--- config.mk ---
export PLATFORM = sky130hd
export DESIGN_NAME = dispatch_queue_flat
export DESIGN_NICKNAME = d
export VERILOG_FILES = /design/src/rtl/dispatch_queue_pkg.sv /design/src/rtl/dispatch_queue_if.sv /design/src/rtl/dispatch_queue_inst_fifo.sv /design/src/rtl/dispatch_queue.sv /design/src/flat_wrapper.sv
export SDC_FILE = /design/constraint.sdc
export NUM_CORES = 1
export LEC_CHECK = 0
export ABC_AREA = 1
export CAP_MARGIN = 20
export CORE_MARGIN = 2
export CORE_UTILIZATION = 44
export DETAILED_ROUTE_END_ITERATION = 6
export PLACE_DENSITY = 0.73
export SYNTH_ARGS = -nofsm -noshare
export SYNTH_HDL_FRONTEND = slang
export SYNTH_SLANG_ARGS = --single-unit
--- constraint.sdc ---
create_clock -name clk_in -period 9.95 [get_ports clk_in]
set_clock_uncertainty 0.15 [all_clocks]
set_input_delay 1.99 -clock clk_in [delete_from_list [all_inputs] [get_ports clk_in]]
set_output_delay 1.99 -clock clk_in [all_outputs]
set_load 0.005 [all_outputs]
--- src/rtl/dispatch_queue_pkg.sv ---
// Shared constants, class encodings and decode helpers for the dispatch queue.
package dispatch_queue_pkg;

  localparam int unsigned XLEN         = 32;
  localparam int unsigned REG_ID_BIT   = 5;
  localparam int unsigned ROB_TYPE_BIT = 2;
  localparam int unsigned RS_TYPE_BIT  = 6;
  localparam int unsigned LS_TYPE_BIT  = 4;

  // RV32I major opcodes
  localparam logic [6:0] OPC_LOAD   = 7'b0000011;
  localparam logic [6:0] OPC_STORE  = 7'b0100011;
  localparam logic [6:0] OPC_OP     = 7'b0110011;
  localparam logic [6:0] OPC_OP_IMM = 7'b0010011;
  localparam logic [6:0] OPC_BRANCH = 7'b1100011;
  localparam logic [6:0] OPC_JALR   = 7'b1100111;
  localparam logic [6:0] OPC_LUI    = 7'b0110111;
  localparam logic [6:0] OPC_AUIPC  = 7'b0010111;
  localparam logic [6:0] OPC_JAL    = 7'b1101111;

  // ROB entry classes
  localparam logic [ROB_TYPE_BIT-1:0] ROB_TYPE_REG    = 2'd0;
  localparam logic [ROB_TYPE_BIT-1:0] ROB_TYPE_STORE  = 2'd1;
  localparam logic [ROB_TYPE_BIT-1:0] ROB_TYPE_BRANCH = 2'd2;
  localparam logic [ROB_TYPE_BIT-1:0] ROB_TYPE_JALR   = 2'd3;

  // RS type = {group[1:0], funct7[5], funct3}
  localparam logic [1:0] RS_GRP_ALU     = 2'd0;
  localparam logic [1:0] RS_GRP_ALU_IMM = 2'd1;
  localparam logic [1:0] RS_GRP_BRANCH  = 2'd2;
  localparam logic [1:0] RS_GRP_JALR    = 2'd3;

  // LS type = {is_store, funct3}
  localparam logic LS_LOAD  = 1'b0;
  localparam logic LS_STORE = 1'b1;

  typedef enum logic [3:0] {
    CLS_INVALID,
    CLS_LOAD,
    CLS_STORE,
    CLS_OP,
    CLS_OP_IMM,
    CLS_BRANCH,
    CLS_JALR,
    CLS_LUI,
    CLS_AUIPC,
    CLS_JAL
  } inst_class_e;

  typedef struct packed {
    logic [XLEN-1:0] inst;
    logic [XLEN-1:0] addr;
  } fetch_entry_t;

  // Map a major opcode to its dispatch class.
  function automatic inst_class_e classify(input logic [6:0] opcode);
    case (opcode)
      OPC_LOAD:   return CLS_LOAD;
      OPC_STORE:  return CLS_STORE;
      OPC_OP:     return CLS_OP;
      OPC_OP_IMM: return CLS_OP_IMM;
      OPC_BRANCH: return CLS_BRANCH;
      OPC_JALR:   return CLS_JALR;
      OPC_LUI:    return CLS_LUI;
      OPC_AUIPC:  return CLS_AUIPC;
      OPC_JAL:    return CLS_JAL;
      default:    return CLS_INVALID;
    endcase
  endfunction

  // Sign-extended immediate in the format the class uses.
  function automatic logic [XLEN-1:0] gen_imm(input inst_class_e cls, input logic [XLEN-1:0] inst);
    case (cls)
      CLS_LOAD, CLS_OP_IMM, CLS_JALR:
        return {{20{inst[31]}}, inst[31:20]};
      CLS_STORE:
        return {{20{inst[31]}}, inst[31:25], inst[11:7]};
      CLS_BRANCH:
        return {{19{inst[31]}}, inst[31], inst[7], inst[30:25], inst[11:8], 1'b0};
      CLS_LUI, CLS_AUIPC:
        return {inst[31:12], 12'b0};
      CLS_JAL:
        return {{11{inst[31]}}, inst[31], inst[19:12], inst[20], inst[30:21], 1'b0};
      default:
        return '0;
    endcase
  endfunction

endpackage

--- src/rtl/dispatch_queue_if.sv ---
// Fetch, register-file, CDB, ROB, RS and LSB signals around the dispatch queue.
interface dispatch_queue_if #(
  parameter int unsigned ROB_WIDTH_BIT = 3
);
  import dispatch_queue_pkg::*;

  // fetcher
  logic                     if_valid;
  logic [XLEN-1:0]          if_inst;
  logic [XLEN-1:0]          if_inst_addr;
  logic                     if_ready;
  // register file
  logic [REG_ID_BIT-1:0]    get_reg_id1;
  logic [REG_ID_BIT-1:0]    get_reg_id2;
  logic [XLEN-1:0]          rs1_val_in;
  logic [XLEN-1:0]          rs2_val_in;
  logic                     has_dep1;
  logic                     has_dep2;
  logic [ROB_WIDTH_BIT-1:0] dep1;
  logic [ROB_WIDTH_BIT-1:0] dep2;
  logic                     rf_rename_valid;
  logic [REG_ID_BIT-1:0]    rf_rename_reg;
  logic [ROB_WIDTH_BIT-1:0] rf_rename_rob_id;
  // common data bus
  logic                     cdb_valid;
  logic [ROB_WIDTH_BIT-1:0] cdb_rob_id;
  logic [XLEN-1:0]          cdb_value;
  // ROB
  logic                     rob_full;
  logic [ROB_WIDTH_BIT-1:0] rob_free_id;
  logic                     rob_valid;
  logic [ROB_TYPE_BIT-1:0]  rob_type;
  logic [REG_ID_BIT-1:0]    rob_reg_id;
  logic [XLEN-1:0]          rob_value;
  logic                     rob_ready;
  logic [XLEN-1:0]          rob_inst_addr;
  // RS / LSB
  logic                     rs_full;
  logic                     lsb_full;
  logic                     rs_valid;
  logic                     lsb_valid;
  logic [RS_TYPE_BIT-1:0]   rs_type;
  logic [LS_TYPE_BIT-1:0]   lsb_type;
  logic [XLEN-1:0]          r1;
  logic [XLEN-1:0]          r2;
  logic                     has_dep1_out;
  logic                     has_dep2_out;
  logic [ROB_WIDTH_BIT-1:0] dep1_out;
  logic [ROB_WIDTH_BIT-1:0] dep2_out;
  logic [XLEN-1:0]          imm;
  logic [ROB_WIDTH_BIT-1:0] issue_rob_id;

  // dispatch side
  modport master (
    input  if_valid, if_inst, if_inst_addr,
    output if_ready,
    output get_reg_id1, get_reg_id2,
    input  rs1_val_in, rs2_val_in, has_dep1, has_dep2, dep1, dep2,
    output rf_rename_valid, rf_rename_reg, rf_rename_rob_id,
    input  cdb_valid, cdb_rob_id, cdb_value,
    input  rob_full, rob_free_id,
    output rob_valid, rob_type, rob_reg_id, rob_value, rob_ready, rob_inst_addr,
    input  rs_full, lsb_full,
    output rs_valid, lsb_valid, rs_type, lsb_type, r1, r2,
    output has_dep1_out, has_dep2_out, dep1_out, dep2_out, imm, issue_rob_id
  );

  // surrounding units
  modport slave (
    output if_valid, if_inst, if_inst_addr,
    input  if_ready,
    input  get_reg_id1, get_reg_id2,
    output rs1_val_in, rs2_val_in, has_dep1, has_dep2, dep1, dep2,
    input  rf_rename_valid, rf_rename_reg, rf_rename_rob_id,
    output cdb_valid, cdb_rob_id, cdb_value,
    output rob_full, rob_free_id,
    input  rob_valid, rob_type, rob_reg_id, rob_value, rob_ready, rob_inst_addr,
    output rs_full, lsb_full,
    input  rs_valid, lsb_valid, rs_type, lsb_type, r1, r2,
    input  has_dep1_out, has_dep2_out, dep1_out, dep2_out, imm, issue_rob_id
  );

endinterface

--- src/rtl/dispatch_queue_inst_fifo.sv ---
// Circular buffer of fetched {inst, addr} entries with push, pop and flush.
module dispatch_queue_inst_fifo
  import dispatch_queue_pkg::*;
#(
  parameter int unsigned DEPTH = 4
) (
  input  logic                             clk,
  input  logic                             rst_n,
  input  logic                             push,
  input  fetch_entry_t                     push_data,
  input  logic                             pop,
  input  logic                             flush,
  output fetch_entry_t                     head,
  output logic [$clog2(DEPTH + 1)-1:0]     count
);

  localparam int unsigned PTR_W = $clog2(DEPTH);
  localparam int unsigned CNT_W = $clog2(DEPTH + 1);

  fetch_entry_t     mem [DEPTH];
  logic [PTR_W-1:0] head_ptr;
  logic [PTR_W-1:0] tail_ptr;

  assign head = mem[head_ptr];

  // Pointer and occupancy tracking; depth is a power of two so pointers wrap naturally.
  always_ff @(posedge clk or negedge rst_n) begin
    if (!rst_n) begin
      head_ptr <= '0;
      tail_ptr <= '0;
      count    <= '0;
    end else if (flush) begin
      head_ptr <= tail_ptr;
      count    <= '0;
    end else begin
      if (push) tail_ptr <= tail_ptr + PTR_W'(1);
      if (pop)  head_ptr <= head_ptr + PTR_W'(1);
      case ({push, pop})
        2'b10:   count <= count + CNT_W'(1);
        2'b01:   count <= count - CNT_W'(1);
        default: count <= count;
      endcase
    end
  end

  // Entry storage; contents are only meaningful between head and tail.
  always_ff @(posedge clk) begin
    if (push && !flush) mem[tail_ptr] <= push_data;
  end

endmodule

--- src/rtl/dispatch_queue.sv ---
// Instruction queue with head decode, operand read/bypass and single-issue dispatch.
module dispatch_queue
  import dispatch_queue_pkg::*;
#(
  parameter int unsigned QUEUE_DEPTH   = 4,
  parameter int unsigned ROB_WIDTH_BIT = 3
) (
  input  logic          clk_in,
  input  logic          rst_in,
  input  logic          rdy_in,
  input  logic          flush_in,
  dispatch_queue_if.master bus
);

  localparam int unsigned CNT_W = $clog2(QUEUE_DEPTH + 1);

  fetch_entry_t             push_entry;
  fetch_entry_t             head;
  logic [CNT_W-1:0]         fifo_count;
  logic                     push;
  logic                     pop;
  logic                     fifo_flush;
  logic                     active;
  logic                     has_head;
  logic                     queue_ready;
  logic                     discard;
  logic                     issue;
  logic                     target_room;

  inst_class_e              cls;
  logic [REG_ID_BIT-1:0]    rd;
  logic [REG_ID_BIT-1:0]    rs1;
  logic [REG_ID_BIT-1:0]    rs2;
  logic [2:0]               funct3;
  logic [XLEN-1:0]          imm_val;

  logic                     to_rs;
  logic                     to_lsb;
  logic                     uses_rs1;
  logic                     uses_rs2;
  logic                     writes_rd;
  logic                     pre_ready;
  logic [XLEN-1:0]          pre_value;
  logic [ROB_TYPE_BIT-1:0]  dec_rob_type;
  logic [RS_TYPE_BIT-1:0]   dec_rs_type;
  logic [LS_TYPE_BIT-1:0]   dec_lsb_type;

  logic [XLEN-1:0]          op1;
  logic [XLEN-1:0]          op2;
  logic                     op1_dep;
  logic                     op2_dep;
  logic [ROB_WIDTH_BIT-1:0] op1_tag;
  logic [ROB_WIDTH_BIT-1:0] op2_tag;
  logic [ROB_WIDTH_BIT-1:0] free_tag;

  assign push_entry = '{inst: bus.if_inst, addr: bus.if_inst_addr};

  dispatch_queue_inst_fifo #(
    .DEPTH (QUEUE_DEPTH)
  ) u_fifo (
    .clk       (clk_in),
    .rst_n     (rst_in),
    .push      (push),
    .push_data (push_entry),
    .pop       (pop),
    .flush     (fifo_flush),
    .head      (head),
    .count     (fifo_count)
  );

  // Head instruction fields
  assign cls      = classify(head.inst[6:0]);
  assign rd       = head.inst[11:7];
  assign funct3   = head.inst[14:12];
  assign rs1      = head.inst[19:15];
  assign rs2      = head.inst[24:20];
  assign imm_val  = gen_imm(cls, head.inst);
  assign free_tag = bus.rob_free_id;

  // Class decode: target unit, operand usage, entry types and precomputed results.
  always_comb begin
    to_rs        = 1'b0;
    to_lsb       = 1'b0;
    uses_rs1     = 1'b0;
    uses_rs2     = 1'b0;
    writes_rd    = 1'b0;
    pre_ready    = 1'b0;
    pre_value    = '0;
    dec_rob_type = ROB_TYPE_REG;
    dec_rs_type  = '0;
    dec_lsb_type = '0;
    case (cls)
      CLS_LOAD: begin
        to_lsb       = 1'b1;
        uses_rs1     = 1'b1;
        writes_rd    = 1'b1;
        dec_lsb_type = {LS_LOAD, funct3};
      end
      CLS_STORE: begin
        to_lsb       = 1'b1;
        uses_rs1     = 1'b1;
        uses_rs2     = 1'b1;
        dec_rob_type = ROB_TYPE_STORE;
        dec_lsb_type = {LS_STORE, funct3};
      end
      CLS_OP: begin
        to_rs       = 1'b1;
        uses_rs1    = 1'b1;
        uses_rs2    = 1'b1;
        writes_rd   = 1'b1;
        dec_rs_type = {RS_GRP_ALU, head.inst[30], funct3};
      end
      CLS_OP_IMM: begin
        to_rs       = 1'b1;
        uses_rs1    = 1'b1;
        writes_rd   = 1'b1;
        // funct7[5] only distinguishes SRAI from SRLI; elsewhere those bits are immediate
        dec_rs_type = {RS_GRP_ALU_IMM, (funct3 == 3'b101) && head.inst[30], funct3};
      end
      CLS_BRANCH: begin
        to_rs        = 1'b1;
        uses_rs1     = 1'b1;
        uses_rs2     = 1'b1;
        dec_rob_type = ROB_TYPE_BRANCH;
        dec_rs_type  = {RS_GRP_BRANCH, 1'b0, funct3};
      end
      CLS_JALR: begin
        to_rs        = 1'b1;
        uses_rs1     = 1'b1;
        writes_rd    = 1'b1;
        dec_rob_type = ROB_TYPE_JALR;
        dec_rs_type  = {RS_GRP_JALR, 4'b0000};
      end
      CLS_LUI: begin
        writes_rd = 1'b1;
        pre_ready = 1'b1;
        pre_value = imm_val;
      end
      CLS_AUIPC: begin
        writes_rd = 1'b1;
        pre_ready = 1'b1;
        pre_value = head.addr + imm_val;
      end
      CLS_JAL: begin
        writes_rd = 1'b1;
        pre_ready = 1'b1;
        pre_value = head.addr + XLEN'(4);
      end
      default: ;
    endcase
  end

  // Operand resolution: unused/x0 sources are zero, a matching CDB broadcast wins over the register file.
  always_comb begin
    op1     = '0;
    op1_dep = 1'b0;
    op1_tag = '0;
    op2     = '0;
    op2_dep = 1'b0;
    op2_tag = '0;
    if (uses_rs1 && (rs1 != 5'd0)) begin
      if (bus.has_dep1 && bus.cdb_valid && (bus.cdb_rob_id == bus.dep1)) begin
        op1 = bus.cdb_value;
      end else begin
        op1     = bus.rs1_val_in;
        op1_dep = bus.has_dep1;
        op1_tag = bus.dep1;
      end
    end
    if (uses_rs2 && (rs2 != 5'd0)) begin
      if (bus.has_dep2 && bus.cdb_valid && (bus.cdb_rob_id == bus.dep2)) begin
        op2 = bus.cdb_value;
      end else begin
        op2     = bus.rs2_val_in;
        op2_dep = bus.has_dep2;
        op2_tag = bus.dep2;
      end
    end
  end

  // Issue / push / discard conditions; everything is held off during reset, freeze or flush.
  assign active      = rst_in && rdy_in && !flush_in;
  assign has_head    = (fifo_count != '0);
  assign queue_ready = rst_in && (fifo_count != CNT_W'(QUEUE_DEPTH));
  assign target_room = to_rs ? !bus.rs_full : (to_lsb ? !bus.lsb_full : 1'b1);
  assign discard     = active && has_head && (cls == CLS_INVALID);
  assign issue       = active && has_head && (cls != CLS_INVALID) && !bus.rob_full && target_room;
  assign pop         = issue || discard;
  assign push        = active && bus.if_valid && queue_ready;
  assign fifo_flush  = rdy_in && flush_in;

  // Fetch handshake and register file lookup
  assign bus.if_ready         = queue_ready;
  assign bus.get_reg_id1      = rs1;
  assign bus.get_reg_id2      = rs2;
  assign bus.rf_rename_valid  = issue && writes_rd && (rd != 5'd0);
  assign bus.rf_rename_reg    = rd;
  assign bus.rf_rename_rob_id = free_tag;

  // ROB allocation
  assign bus.rob_valid     = issue;
  assign bus.rob_type      = dec_rob_type;
  assign bus.rob_reg_id    = writes_rd ? rd : 5'd0;
  assign bus.rob_value     = pre_value;
  assign bus.rob_ready     = pre_ready;
  assign bus.rob_inst_addr = head.addr;

  // RS / LSB issue payload
  assign bus.rs_valid     = issue && to_rs;
  assign bus.lsb_valid    = issue && to_lsb;
  assign bus.rs_type      = dec_rs_type;
  assign bus.lsb_type     = dec_lsb_type;
  assign bus.r1           = op1;
  assign bus.r2           = op2;
  assign bus.has_dep1_out = op1_dep;
  assign bus.has_dep2_out = op2_dep;
  assign bus.dep1_out     = op1_tag;
  assign bus.dep2_out     = op2_tag;
  assign bus.imm          = imm_val;
  assign bus.issue_rob_id = free_tag;

endmodule

--- src/flat_wrapper.sv ---
// flat-port wrapper written by rule: the top's interface ports become plain ports
module dispatch_queue_flat import dispatch_queue_pkg::*;
#(
  parameter int unsigned QUEUE_DEPTH   = 4,
  parameter int unsigned ROB_WIDTH_BIT = 3
)
  (clk_in, rst_in, rdy_in, flush_in, bus_if_valid, bus_if_inst, bus_if_inst_addr, bus_if_ready, bus_get_reg_id1, bus_get_reg_id2, bus_rs1_val_in, bus_rs2_val_in, bus_has_dep1, bus_has_dep2, bus_dep1, bus_dep2, bus_rf_rename_valid, bus_rf_rename_reg, bus_rf_rename_rob_id, bus_cdb_valid, bus_cdb_rob_id, bus_cdb_value, bus_rob_full, bus_rob_free_id, bus_rob_valid, bus_rob_type, bus_rob_reg_id, bus_rob_value, bus_rob_ready, bus_rob_inst_addr, bus_rs_full, bus_lsb_full, bus_rs_valid, bus_lsb_valid, bus_rs_type, bus_lsb_type, bus_r1, bus_r2, bus_has_dep1_out, bus_has_dep2_out, bus_dep1_out, bus_dep2_out, bus_imm, bus_issue_rob_id);
  dispatch_queue_if #(.ROB_WIDTH_BIT(ROB_WIDTH_BIT)) bus_i ();
  input  logic clk_in;
  input  logic rst_in;
  input  logic rdy_in;
  input  logic flush_in;
  input wire logic [$bits(bus_i.if_valid)-1:0] bus_if_valid;
  input wire logic [$bits(bus_i.if_inst)-1:0] bus_if_inst;
  input wire logic [$bits(bus_i.if_inst_addr)-1:0] bus_if_inst_addr;
  output wire logic [$bits(bus_i.if_ready)-1:0] bus_if_ready;
  output wire logic [$bits(bus_i.get_reg_id1)-1:0] bus_get_reg_id1;
  output wire logic [$bits(bus_i.get_reg_id2)-1:0] bus_get_reg_id2;
  input wire logic [$bits(bus_i.rs1_val_in)-1:0] bus_rs1_val_in;
  input wire logic [$bits(bus_i.rs2_val_in)-1:0] bus_rs2_val_in;
  input wire logic [$bits(bus_i.has_dep1)-1:0] bus_has_dep1;
  input wire logic [$bits(bus_i.has_dep2)-1:0] bus_has_dep2;
  input wire logic [$bits(bus_i.dep1)-1:0] bus_dep1;
  input wire logic [$bits(bus_i.dep2)-1:0] bus_dep2;
  output wire logic [$bits(bus_i.rf_rename_valid)-1:0] bus_rf_rename_valid;
  output wire logic [$bits(bus_i.rf_rename_reg)-1:0] bus_rf_rename_reg;
  output wire logic [$bits(bus_i.rf_rename_rob_id)-1:0] bus_rf_rename_rob_id;
  input wire logic [$bits(bus_i.cdb_valid)-1:0] bus_cdb_valid;
  input wire logic [$bits(bus_i.cdb_rob_id)-1:0] bus_cdb_rob_id;
  input wire logic [$bits(bus_i.cdb_value)-1:0] bus_cdb_value;
  input wire logic [$bits(bus_i.rob_full)-1:0] bus_rob_full;
  input wire logic [$bits(bus_i.rob_free_id)-1:0] bus_rob_free_id;
  output wire logic [$bits(bus_i.rob_valid)-1:0] bus_rob_valid;
  output wire logic [$bits(bus_i.rob_type)-1:0] bus_rob_type;
  output wire logic [$bits(bus_i.rob_reg_id)-1:0] bus_rob_reg_id;
  output wire logic [$bits(bus_i.rob_value)-1:0] bus_rob_value;
  output wire logic [$bits(bus_i.rob_ready)-1:0] bus_rob_ready;
  output wire logic [$bits(bus_i.rob_inst_addr)-1:0] bus_rob_inst_addr;
  input wire logic [$bits(bus_i.rs_full)-1:0] bus_rs_full;
  input wire logic [$bits(bus_i.lsb_full)-1:0] bus_lsb_full;
  output wire logic [$bits(bus_i.rs_valid)-1:0] bus_rs_valid;
  output wire logic [$bits(bus_i.lsb_valid)-1:0] bus_lsb_valid;
  output wire logic [$bits(bus_i.rs_type)-1:0] bus_rs_type;
  output wire logic [$bits(bus_i.lsb_type)-1:0] bus_lsb_type;
  output wire logic [$bits(bus_i.r1)-1:0] bus_r1;
  output wire logic [$bits(bus_i.r2)-1:0] bus_r2;
  output wire logic [$bits(bus_i.has_dep1_out)-1:0] bus_has_dep1_out;
  output wire logic [$bits(bus_i.has_dep2_out)-1:0] bus_has_dep2_out;
  output wire logic [$bits(bus_i.dep1_out)-1:0] bus_dep1_out;
  output wire logic [$bits(bus_i.dep2_out)-1:0] bus_dep2_out;
  output wire logic [$bits(bus_i.imm)-1:0] bus_imm;
  output wire logic [$bits(bus_i.issue_rob_id)-1:0] bus_issue_rob_id;
  assign bus_i.if_valid = bus_if_valid;
  assign bus_i.if_inst = bus_if_inst;
  assign bus_i.if_inst_addr = bus_if_inst_addr;
  assign bus_if_ready = bus_i.if_ready;
  assign bus_get_reg_id1 = bus_i.get_reg_id1;
  assign bus_get_reg_id2 = bus_i.get_reg_id2;
  assign bus_i.rs1_val_in = bus_rs1_val_in;
  assign bus_i.rs2_val_in = bus_rs2_val_in;
  assign bus_i.has_dep1 = bus_has_dep1;
  assign bus_i.has_dep2 = bus_has_dep2;
  assign bus_i.dep1 = bus_dep1;
  assign bus_i.dep2 = bus_dep2;
  assign bus_rf_rename_valid = bus_i.rf_rename_valid;
  assign bus_rf_rename_reg = bus_i.rf_rename_reg;
  assign bus_rf_rename_rob_id = bus_i.rf_rename_rob_id;
  assign bus_i.cdb_valid = bus_cdb_valid;
  assign bus_i.cdb_rob_id = bus_cdb_rob_id;
  assign bus_i.cdb_value = bus_cdb_value;
  assign bus_i.rob_full = bus_rob_full;
  assign bus_i.rob_free_id = bus_rob_free_id;
  assign bus_rob_valid = bus_i.rob_valid;
  assign bus_rob_type = bus_i.rob_type;
  assign bus_rob_reg_id = bus_i.rob_reg_id;
  assign bus_rob_value = bus_i.rob_value;
  assign bus_rob_ready = bus_i.rob_ready;
  assign bus_rob_inst_addr = bus_i.rob_inst_addr;
  assign bus_i.rs_full = bus_rs_full;
  assign bus_i.lsb_full = bus_lsb_full;
  assign bus_rs_valid = bus_i.rs_valid;
  assign bus_lsb_valid = bus_i.lsb_valid;
  assign bus_rs_type = bus_i.rs_type;
  assign bus_lsb_type = bus_i.lsb_type;
  assign bus_r1 = bus_i.r1;
  assign bus_r2 = bus_i.r2;
  assign bus_has_dep1_out = bus_i.has_dep1_out;
  assign bus_has_dep2_out = bus_i.has_dep2_out;
  assign bus_dep1_out = bus_i.dep1_out;
  assign bus_dep2_out = bus_i.dep2_out;
  assign bus_imm = bus_i.imm;
  assign bus_issue_rob_id = bus_i.issue_rob_id;
  dispatch_queue #(.QUEUE_DEPTH(QUEUE_DEPTH), .ROB_WIDTH_BIT(ROB_WIDTH_BIT)) u_core (.clk_in(clk_in), .rst_in(rst_in), .rdy_in(rdy_in), .flush_in(flush_in), .bus(bus_i));
endmodule
Run 1, PDN straps and rails:
(2 px per um) Pins as bars on the die edge. Tap cells in gray.
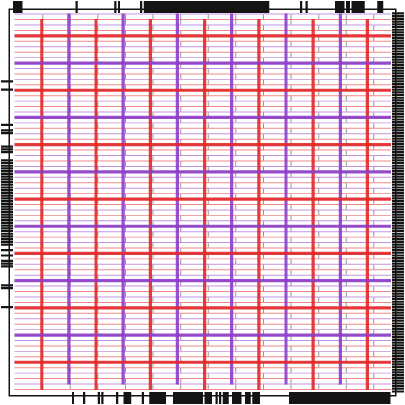
Key: VSS = red; VDD = purple
The core has 69 rows. 70 met1 rails follow the rows. 461 tap cells.

Run 1, placed cells, one color a class:
(2 px per um) Fill, decap, tap and diode cells in gray.
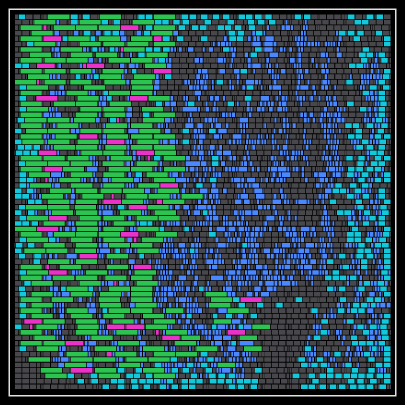
Key: clock drivers and dummy loads = magenta [cells 45, share of their area 4.1%]; sequential cells = green [cells 263, share of their area 39%]; remaining buffers and delay cells = cyan [cells 413, share of their area 20%]; combinational and other logic = blue [cells 1,475, share of their area 37%]

Run 1, routed clock nets over the placement:
(2 px per um)
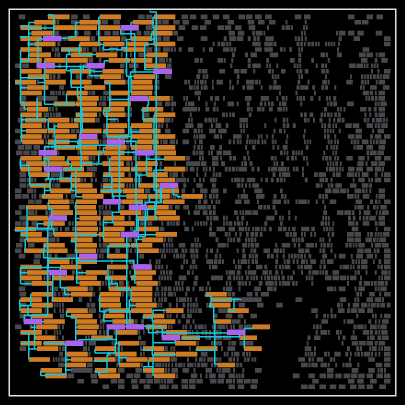
Key: flip-flops = orange [count 263]; clock drivers = purple [count 25]; clock wires = cyan [length 2,640 um]
There are 26 routed clock nets.

Run 1, routed metal, one color a layer:
(2 px per um)
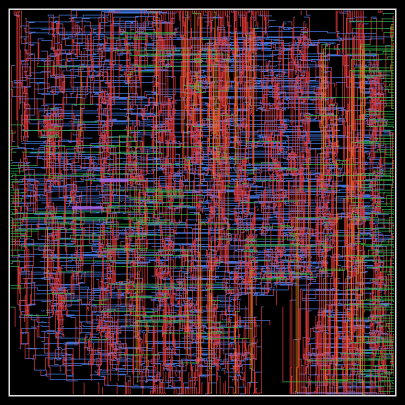
Key: metal 2 = red [wire length 29.6 mm]; metal 1 = blue [wire length 23.5 mm]; metal 3 = green [wire length 4,730 um]; metal 5 = purple [wire length 26.7 um]; metal 4 = orange [wire length 3,420 um]

run 1: logic make-up (layout without fill, tap and decap cells):
logic type / Yosys count / count (layout) / synth area share, %
AOI/OAI and AO/OA: 360 / 360 / 13.8
xor gates and xnor gates: 14 / 14 / 0.785
adders and majority gates: 38 / 38 / 3.09
buffers and inverters: 259 / 648 / 7.42
DFF: 263 / 263 / 50.3
other: 0 / 13 / 0
and+or+nand+nor: 873 / 873 / 24.6
run 1: worst min-delay path, cell delays in order, from the launching register on:
cell	delay [ps]
dfrtp_1	400
inv_1	70
o21ai_0	90
run 1: cells in the mapped netlist, types with 12 or more instances:
master / instances / area, um^2
o21ai_2: 15 / 131
nand2_1: 476 / 1790
nor3_1: 21 / 105
o21ai_1: 14 / 70.1
nand3_2: 15 / 150
nand3_1: 74 / 370
inv_1: 172 / 646
nor2_2: 17 / 106
edfxtp_1: 256 / 7690
o21ai_0: 109 / 546
nor2_1: 194 / 728
o221ai_1: 12 / 105
a22oi_1: 27 / 203
inv_2: 17 / 63.8
nand4_1: 22 / 138
clkbuf_1: 19 / 71.3
ha_1: 37 / 463
buf_2: 20 / 100
a21oi_1: 132 / 661
nand2_2: 23 / 144
run 1: routing by layer:
layer / track usage [%] / wire (um) / vias up
met5: 0 / 26 / -
met4: 18.3 / 3420 / 4
met3: 4.75 / 4730 / 139
met2: 54.7 / 29600 / 679
met1: 39.4 / 23500 / 6991
li1: - / - / 6921
run 1: cell type report:
| cell class | count | area share [%] |
|---|---|---|
| Sequential cell | 263 | 38.0 |
| Inverter | 190 | 3.45 |
| Multi-Input combinational cell | 1285 | 32.0 |
| Clock inverter | 17 | 0.936 |
| Timing Repair Buffer | 413 | 19.6 |
| Tap cell | 461 | 2.78 |
| Clock buffer | 28 | 3.07 |
| Antenna cell | 13 | 0.157 |
==> ds_physical_params.txt, run 1 <==
Characteristics after synthesis and place and route

Parameter                              Value

Logic synthesis
  Synthesized instance count .................. 1,807
  Library cells used by synthesis .................. approximately 63
  Commonest flop .................. edfxtp_1
  Yosys cell count .................. roughly 1,800
  Post-Syn Nets .................. 2,028
  Summed standard-cell area reported by yosys .................. between 15,000 and 20,000 um^2
  Mapped cell area .................. 15,600 um^2
  Ys async rst share .................. approximately 2.7%
  Average size of a mapped cell .................. between 8 and 9 um^2

Placed design
  Dpl cell area .................. 19,900 um^2
  Count of input and output buffers .................. between 300 and 400
  GPL Wtd Cong .................. around 0.98
  HPWL Detailed .................. 46,300 um

Finish
  Post-route design area .................. around 21,000 um^2
  Footprint of the flip-flops and latches .................. 7860 um^2
  Filler Cell Count .................. around 3,100
  Biggest register .................. u_core.u_fifo.mem
  Area occupied by multi-input gates .................. ~6600 um^2
  Max reg flops .................. 256

Global route
  Global-route wire length before repair .................. around 88,000 um
  Antenna violations before repair .................. 15
  Maximum number of pins on one net before global-route repair .................. 65
  Global-route total usage across every layer .................. between 30 and 40%
  Total congestion overflow .................. 0

Setup path
  Critical path's slowest cell .................. dfrtp_2
  Family with the most delay on the worst path .................. simple AND/OR/NAND/NOR gates
  CP dominant cell by count .................. nand2_1
  Required @ worst endpoint .................. around 8000 ps
  Critical path endpoint .................. bus_rob_value[22]
  Startpoint types .................. flip-flop
  Slack of the worst reg-to-reg path .................. a little over 5000 ps
  Type of destination of the critical path .................. primary output
  Worst r2r path cells .................. 18
  CP max FO .................. about 57
  Buf/Inv on CP .................. 5
  Worst setup path startpoint .................. u_core.u_fifo.head_ptr[0]

Clocking
  Buffer depth of the longest clock path .................. 3
  Clk pin slew, worst setup/hold paths .................. about 70 ps
  Post-CTS resize count .................. 0
  Clock latency on the worst-skew pair .................. between 500 and 600 ps
  Root cell of the clock tree .................. clkbuf_16
  CTS H-tree lvls .................. 1
  CTS Hold Bufs .................. 0

Power
  Cell Pwr Density .................. about 230 nW/um^2
  Combinational gate power .................. 0.00246 W
  Switching power .................. 0.00201 W
  Switching part of the total .................. ~43%
  Maximum VDD drop .................. ~0.18 mV
  Overall power after layout .................. roughly 0.0047 W
  Portion of total power attributed to combinational logic .................. around 53%
  Internal power component .................. 0.00267 W

STA
  Number of failing hold endpoints at the final stage .................. 0
  Setup TNS .................. 0 ps
  Final min period .................. 8640 ps
  Normalized max-slew margin .................. between 20 and 30%

Floorplanning
  Core footprint .................. 35,300 um^2
  Effective utilization at floorplan .................. 44.3%
  Rows .................. around 69
  Die width .................. 192 um

Worst hold path
  Hold wc startpoint .................. u_core.u_fifo.count[1]
  Path category of the worst min-delay check .................. flip-flop to flip-flop
  Cell count of the worst hold path .................. 2

Run status
  Outcome .................. complete, no violations

Drt
  Iteration-0 DRC Markers .................. 1,583
  First-pass iteration count of the detailed router .................. 5
  Number of routed nets with antenna violations .................. 0
  Via count .................. roughly 15,000

Run
  Number of warning messages in the logs .................. 31
--- run 2 (diff from run 1) ---
--- a/config.mk
+++ b/config.mk
@@ -6,11 +6,13 @@
 export NUM_CORES = 1
 export LEC_CHECK = 0
 export ABC_AREA = 1
+export ABC_CLOCK_PERIOD_IN_PS = 9950
 export CAP_MARGIN = 20
 export CORE_MARGIN = 2
 export CORE_UTILIZATION = 44
 export DETAILED_ROUTE_END_ITERATION = 6
 export PLACE_DENSITY = 0.73
+export SLEW_MARGIN = 10
 export SYNTH_ARGS = -nofsm -noshare
 export SYNTH_HDL_FRONTEND = slang
 export SYNTH_SLANG_ARGS = --single-unit
Run 2, PDN straps and rails:
(2 px per um) Pins as bars on the die edge. Tap cells in gray.
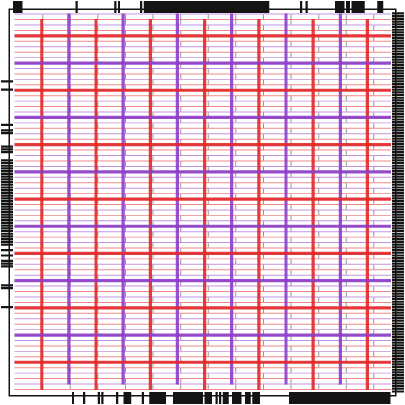
Key: VDD = purple; VSS = red
70 met1 rails follow the rows. 461 tap cells.

Run 2, routed clock nets over the placement:
(2 px per um)
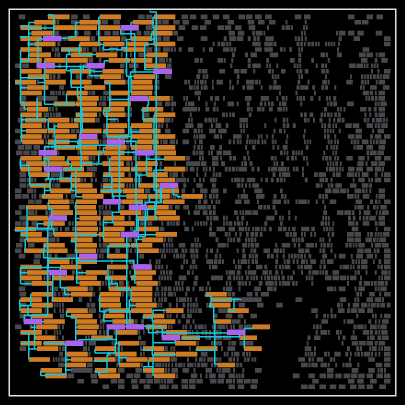
Key: clock drivers = purple [count 25]; clock wires = cyan [length 2,640 um]; flip-flops = orange [count 263]
There are 26 routed clock nets.

==> run 2 against run 1 <==
Combinational power hardly changed. Largest power group unchanged. Count of clock-buffer cells in the layout stayed put. Non-clock buffer count stayed put.
==> ds_physical_params.txt, run 2 <==
Characteristics after synthesis and place and route

Parameter                              Value

Global route
  Met1 global-route usage .................. 39.4%
  Total congestion overflow .................. 0
  Maximum number of pins on one net before global-route repair .................. ~65
  Global routing met3 resource utilization .................. under 10%
  Antenna violations before repair .................. 15
  Most congested layer reported by global routing .................. met2
  Global-route total usage across every layer .................. 32.3%
  Met2 GRT Util .................. roughly 55%
  Global-route wire length before repair .................. 87,900 um

Drt
  Amount of wire on met2 after detailed routing .................. between 20,000 and 30,000 um
  First-pass iteration count of the detailed router .................. 5
  Number of routed nets with antenna violations .................. 0
  Met1 layer wirelength in the final routing .................. approximately 23,000 um
  Iteration-0 DRC Markers .................. ~1,600
  Met3 WL .................. around 4700 um
  Via count .................. 14,700
  Top routing layer used .................. met5

Finish
  Max reg flops .................. about 260
  Biggest register .................. u_core.u_fifo.mem
  Most frequent logic cells in the routed design .................. nand2_1, clkdlybuf4s50_1, edfxtp_1
  Post-route design area .................. around 21,000 um^2

Setup path
  Critical path's slowest cell .................. dfrtp_2
  Startpoint types .................. flip-flop
  Type of destination of the critical path .................. primary output
  CP max FO .................. roughly 57
  Required @ worst endpoint .................. a little under 8000 ps
  Worst setup path startpoint .................. u_core.u_fifo.head_ptr[0]
  CP dominant cell by count .................. nand2_1
  Critical path data arrival time .................. 6500 ps

Logic synthesis
  Average size of a mapped cell .................. between 8 and 9 um^2
  Mapped cell area .................. 15,600 um^2
  Post-Syn Nets .................. approximately 2,000
  Summed standard-cell area reported by yosys .................. ~16,000 um^2
  Library cells used by synthesis .................. between 60 and 70
  Yosys top cell by area .................. edfxtp_1
  Largest cells by area .................. edfxtp_1, nand2_1, nor2_1
  Top cell type by instance count after synthesis .................. nand2_1
  Seq share, synth .................. just over 50%
  Synthesized instance count .................. approximately 1,800
  Top-area cell type share of the netlist area .................. roughly 49%
  Yosys cell count .................. ~1,800
  Ranking of synthesized cells by instance count .................. nand2_1, edfxtp_1, nor2_1, inv_1, a21oi_1
  Ys async rst share .................. ~2.7%
  Commonest flop .................. edfxtp_1

STA
  Normalized max-slew margin .................. about 29%
  Count of final max-slew check failures .................. 0
  Number of failing hold endpoints at the final stage .................. 0
  Final min period .................. a little under 9000 ps
  Setup TNS .................. 0 ps

Floorplanning
  Effective utilization at floorplan .................. approximately 44%
  Count of pins on the block boundary .................. 395
  Die width .................. 192 um
  Core footprint .................. 35,300 um^2
  Rows .................. 69

Placed design
  Count of input and output buffers .................. a little under 400
  Dpl cell area .................. slightly below 20,000 um^2
  HPWL Detailed .................. ~46,000 um

Power
  Portion of total power attributed to combinational logic .................. a little over half
  Cell Pwr Density .................. 226 nW/um^2
  Overall power after layout .................. 0.00468 W
  Switching power .................. around 0.002 W
  Switching part of the total .................. a little over two fifths
  Maximum VDD drop .................. 0.181 mV
  Internal power component .................. approximately 0.0027 W

Run
  Number of warning messages in the logs .................. 31
  Max-Cap Viols .................. 0

Clocking
  Clk pin slew, worst setup/hold paths .................. 70 ps
  CTS Hold Bufs .................. 0
  CTS H-tree lvls .................. 1
  Post-CTS resize count .................. 0
  Clock latency on the worst-skew pair .................. about 520 ps
  Root cell of the clock tree .................. clkbuf_16
  Buffer depth of the longest clock path .................. 3

Run status
  Outcome .................. complete, no violations

Worst hold path
  Hold wc startpoint .................. u_core.u_fifo.count[1]
  Path category of the worst min-delay check .................. flip-flop to flip-flop
-- run 2: cell families (layout without fill, tap and decap cells) --
family                   after synthesis  in the layout  share of synthesized area, %
adder cells (fa/ha/maj)               38             38                          3.09
AND-OR/OR-AND                        360            360                          13.8
other                                  0             13                             0
XOR/XNOR                              14             14                         0.785
AND/OR/NAND/NOR                      873            873                          24.6
buffers and inverters                259            648                          7.42
flip-flops                           263            263                          50.3
-- run 2: worst paths after layout --
kind | to | slack [ps] | cells after the start
worst max register to register | u_core.u_fifo.count[1] | 5120 | 18
min in group asynchronous | u_core.u_fifo.count[2] | 1620 | 1
worst max-delay path | bus_rob_value[22] | 1310 | 25
max in group asynchronous | u_core.u_fifo.head_ptr[0] | 7710 | 1
worst min-delay path | u_core.u_fifo.count[1] | 460 | 2
worst min register to register | u_core.u_fifo.count[1] | 460 | 2
-- run 2: layout make-up --
cell class	instances	area [um^2]
fillers	3089	14600
flip-flops and latches	263	7860
multi-input cells	1285	6630
repair buffers	413	4060
inverters	190	716
clock buffers	28	637
well taps	461	577
clock inverters	17	194
diodes	13	32.5
-- run 2: power by group through the flow --
stage / Sequential, W / Combinational [W] / Clock [W]
floorplan: 0.00127 / 0.00135 / 0
global placement: 0.00129 / 0.00239 / 0
detailed placement: 0.00129 / 0.00240 / 0
CTS: 0.00126 / 0.00242 / 0.000969
global route: 0.00127 / 0.00265 / 0.00101
finish: 0.00126 / 0.00246 / 0.000959
-- run 2: worst max-delay path, delay by kind of cell, from the launching register on --
| kind | cells | cell delay [ps] |
|---|---|---|
| compound gates | 1 | 580 |
| flops | 1 | 740 |
| buf+inv | 5 | 1850 |
| simple gates | 18 | 2530 |
| fa+ha+maj | 1 | 240 |
Run 2, placed cells, one color a class:
(2 px per um) Fill, decap, tap and diode cells in gray.
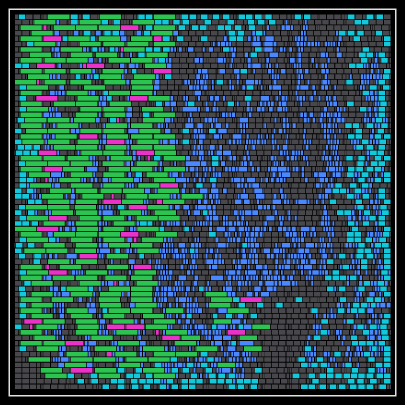

--- run 3 (diff from run 2) ---
--- a/config.mk
+++ b/config.mk
@@ -6,13 +6,14 @@
 export NUM_CORES = 1
 export LEC_CHECK = 0
 export ABC_AREA = 1
-export ABC_CLOCK_PERIOD_IN_PS = 9950
+export ABC_CLOCK_PERIOD_IN_PS = 9600
 export CAP_MARGIN = 20
 export CORE_MARGIN = 2
 export CORE_UTILIZATION = 44
 export DETAILED_ROUTE_END_ITERATION = 6
+export GPL_ROUTABILITY_DRIVEN = 0
 export PLACE_DENSITY = 0.73
-export SLEW_MARGIN = 10
+export SLEW_MARGIN = 20
 export SYNTH_ARGS = -nofsm -noshare
 export SYNTH_HDL_FRONTEND = slang
 export SYNTH_SLANG_ARGS = --single-unit
==> constraint.sdc (replaced) <==
create_clock -name clk_in -period 9.6 [get_ports clk_in]
set_clock_uncertainty 0.15 [all_clocks]
set_input_delay 1.92 -clock clk_in [delete_from_list [all_inputs] [get_ports clk_in]]
set_output_delay 1.92 -clock clk_in [all_outputs]
set_load 0.005 [all_outputs]
Run 3, placed cells, one color a class:
(2 px per um) Fill, decap, tap and diode cells in gray.
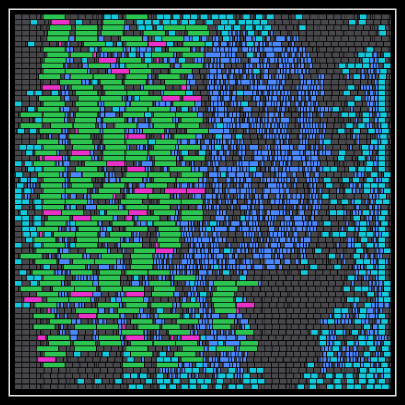
Key: sequential cells = green [cells 263, share of their area 39%]; clock drivers and dummy loads = magenta [cells 44, share of their area 3.8%]; remaining buffers and delay cells = cyan [cells 414, share of their area 20%]; combinational and other logic = blue [cells 1,475, share of their area 37%]

Run 3, PDN straps and rails:
(2 px per um) Pins as bars on the die edge. Tap cells in gray.
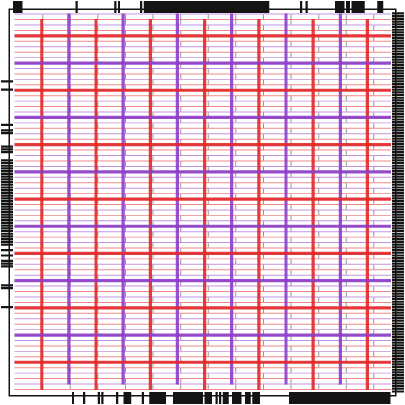
Key: VDD = purple; VSS = red
13 straps on met5. 395 signal pins sit on the boundary. The core has 69 rows.

==> run 3 against run 2 <==
Critical path depth shrank 2. Cell area shrank 0.30%. Total power grew 1.7%. Synthesized area is the same. Register-to-register slack lost 250 ps. Wire length shrank 3.7%. Final cell count is essentially flat. Global-route usage shrank 1.3 points. Count of clock-buffer cells in the layout grew 4. Via count grew 1.4%. Critical endpoint unchanged. Largest cell class unchanged.
==> ds_physical_params.txt, run 3 <==
Characteristics after synthesis and place and route

Parameter                              Value

Global route
  Total congestion overflow .................. 0
  Antenna violations before repair .................. 11
  Maximum number of pins on one net before global-route repair .................. roughly 65
  Global-route wire length before repair .................. 85,600 um

Setup path
  Startpoint types .................. flip-flop
  Family with the most delay on the worst path .................. simple AND/OR/NAND/NOR gates
  Worst setup path startpoint .................. u_core.u_fifo.head_ptr[1]
  Buf/Inv on CP .................. 5
  Worst r2r path cells .................. 16
  Critical path endpoint .................. bus_rob_value[22]
  Critical path's slowest cell .................. inv_2
  Slack of the worst reg-to-reg path .................. a little under 5000 ps
  CP max FO .................. 44
  Critical Path Stages .................. 23
  Required @ worst endpoint .................. about 7500 ps
  Critical path data arrival time .................. ~6400 ps
  R2R Path End .................. u_core.u_fifo.count[1]
  Type of destination of the critical path .................. primary output

STA
  Final min period .................. 8450 ps
  Normalized max-slew margin .................. approximately 22%
  Setup TNS .................. 0 ps
  Count of final max-slew check failures .................. 0

Logic synthesis
  Yosys cell count .................. between 1,500 and 2,000
  Ranking of synthesized cells by instance count .................. nand2_1, edfxtp_1, nor2_1, inv_1, a21oi_1
  Average size of a mapped cell .................. 8.65 um^2
  Library cells used by synthesis .................. ~63
  Post-Syn Nets .................. 2,028
  Seq share, synth .................. between 50% and 60%
  Ys async rst share .................. about 2.7%
  Largest cells by area .................. edfxtp_1, nand2_1, nor2_1
  Summed standard-cell area reported by yosys .................. between 15,000 and 20,000 um^2
  Top cell type by instance count after synthesis .................. nand2_1
  Mapped cell area .................. 15,600 um^2

Power
  Maximum VDD drop .................. roughly 0.18 mV
  Switching part of the total .................. between 40% and 50%
  Overall power after layout .................. ~0.0048 W
  Switching power .................. 0.00204 W
  Combinational gate power .................. ~0.0025 W
  Heaviest power group .................. combinational cells
  Internal power component .................. between 0.002 and 0.003 W
  Cell Pwr Density .................. ~230 nW/um^2
  Sequential group power .................. about 0.0013 W

Run
  Number of warning messages in the logs .................. 31
  Max-Cap Viols .................. 0

Drt
  Via count .................. approximately 15,000
  First-pass iteration count of the detailed router .................. 5
  Met1 layer wirelength in the final routing .................. 21,500 um
  Amount of wire on met2 after detailed routing .................. ~28,000 um

Clocking
  CTS Hold Bufs .................. 0
  Clock latency on the worst-skew pair .................. roughly 520 ps
  Root cell of the clock tree .................. clkbuf_16
  CTS H-tree lvls .................. 1
  Clk pin slew, worst setup/hold paths .................. 60 ps

Floorplanning
  Effective utilization at floorplan .................. 44.3%
  Core footprint .................. around 35,000 um^2
  Rows .................. roughly 69

Run status
  Outcome .................. complete, no violations

Finish
  Most frequent logic cells in the routed design .................. nand2_1, clkdlybuf4s50_1, edfxtp_1
  Biggest register .................. u_core.u_fifo.mem

Placed design
  Dpl cell area .................. slightly below 20,000 um^2
  HPWL Detailed .................. ~44,000 um

Worst hold path
  Path category of the worst min-delay check .................. flip-flop to flip-flop
==> run 3: cell type report <==
type / instances / area [um^2]
Antenna cell: 11 / 27.5
Clock buffer: 32 / 652
Multi-Input combinational cell: 1285 / 6630
Timing Repair Buffer: 414 / 4070
Fill cell: 3060 / 14700
Tap cell: 461 / 577
Clock inverter: 12 / 115
Sequential cell: 263 / 7860
Inverter: 190 / 716
==> run 3: metal layers <==
layer | up-vias | track usage, %
met5 | - | 0
met1 | 6992 | 36.8
li1 | 6924 | -
met4 | 0 | 19.5
met3 | 181 | 5.44
met2 | 846 | 52.2
==> run 3: cells by family (layout without fill, tap and decap cells) <==
| kind of cell | count (synthesis) | in the layout | synth area share, % |
|---|---|---|---|
| other | 0 | 11 | 0 |
| AND-OR/OR-AND | 360 | 360 | 13.8 |
| XOR/XNOR | 14 | 14 | 0.785 |
| buffers and inverters | 259 | 648 | 7.42 |
| adder cells (fa/ha/maj) | 38 | 38 | 3.09 |
| AND/OR/NAND/NOR | 873 | 873 | 24.6 |
| flip-flops | 263 | 263 | 50.3 |
==> run 3: worst min-delay path by stage <==
stage | start | endpoint | slack [ps] | cells after the start
5_1_grt | u_core.u_fifo.count[2] | u_core.u_fifo.count[2] | 490 | 2
6_report | u_core.u_fifo.count[1] | u_core.u_fifo.count[1] | 450 | 2
4_1_cts | u_core.u_fifo.count[2] | u_core.u_fifo.count[2] | 450 | 2
2_1_floorplan | u_core.u_fifo.count[1] | u_core.u_fifo.count[1] | 410 | 2
3_3_place_gp | u_core.u_fifo.count[1] | u_core.u_fifo.count[1] | 420 | 2
3_5_place_dp | u_core.u_fifo.count[2] | u_core.u_fifo.count[2] | 440 | 2
No activity file was given, so power comes from the tool's default toggle rates.
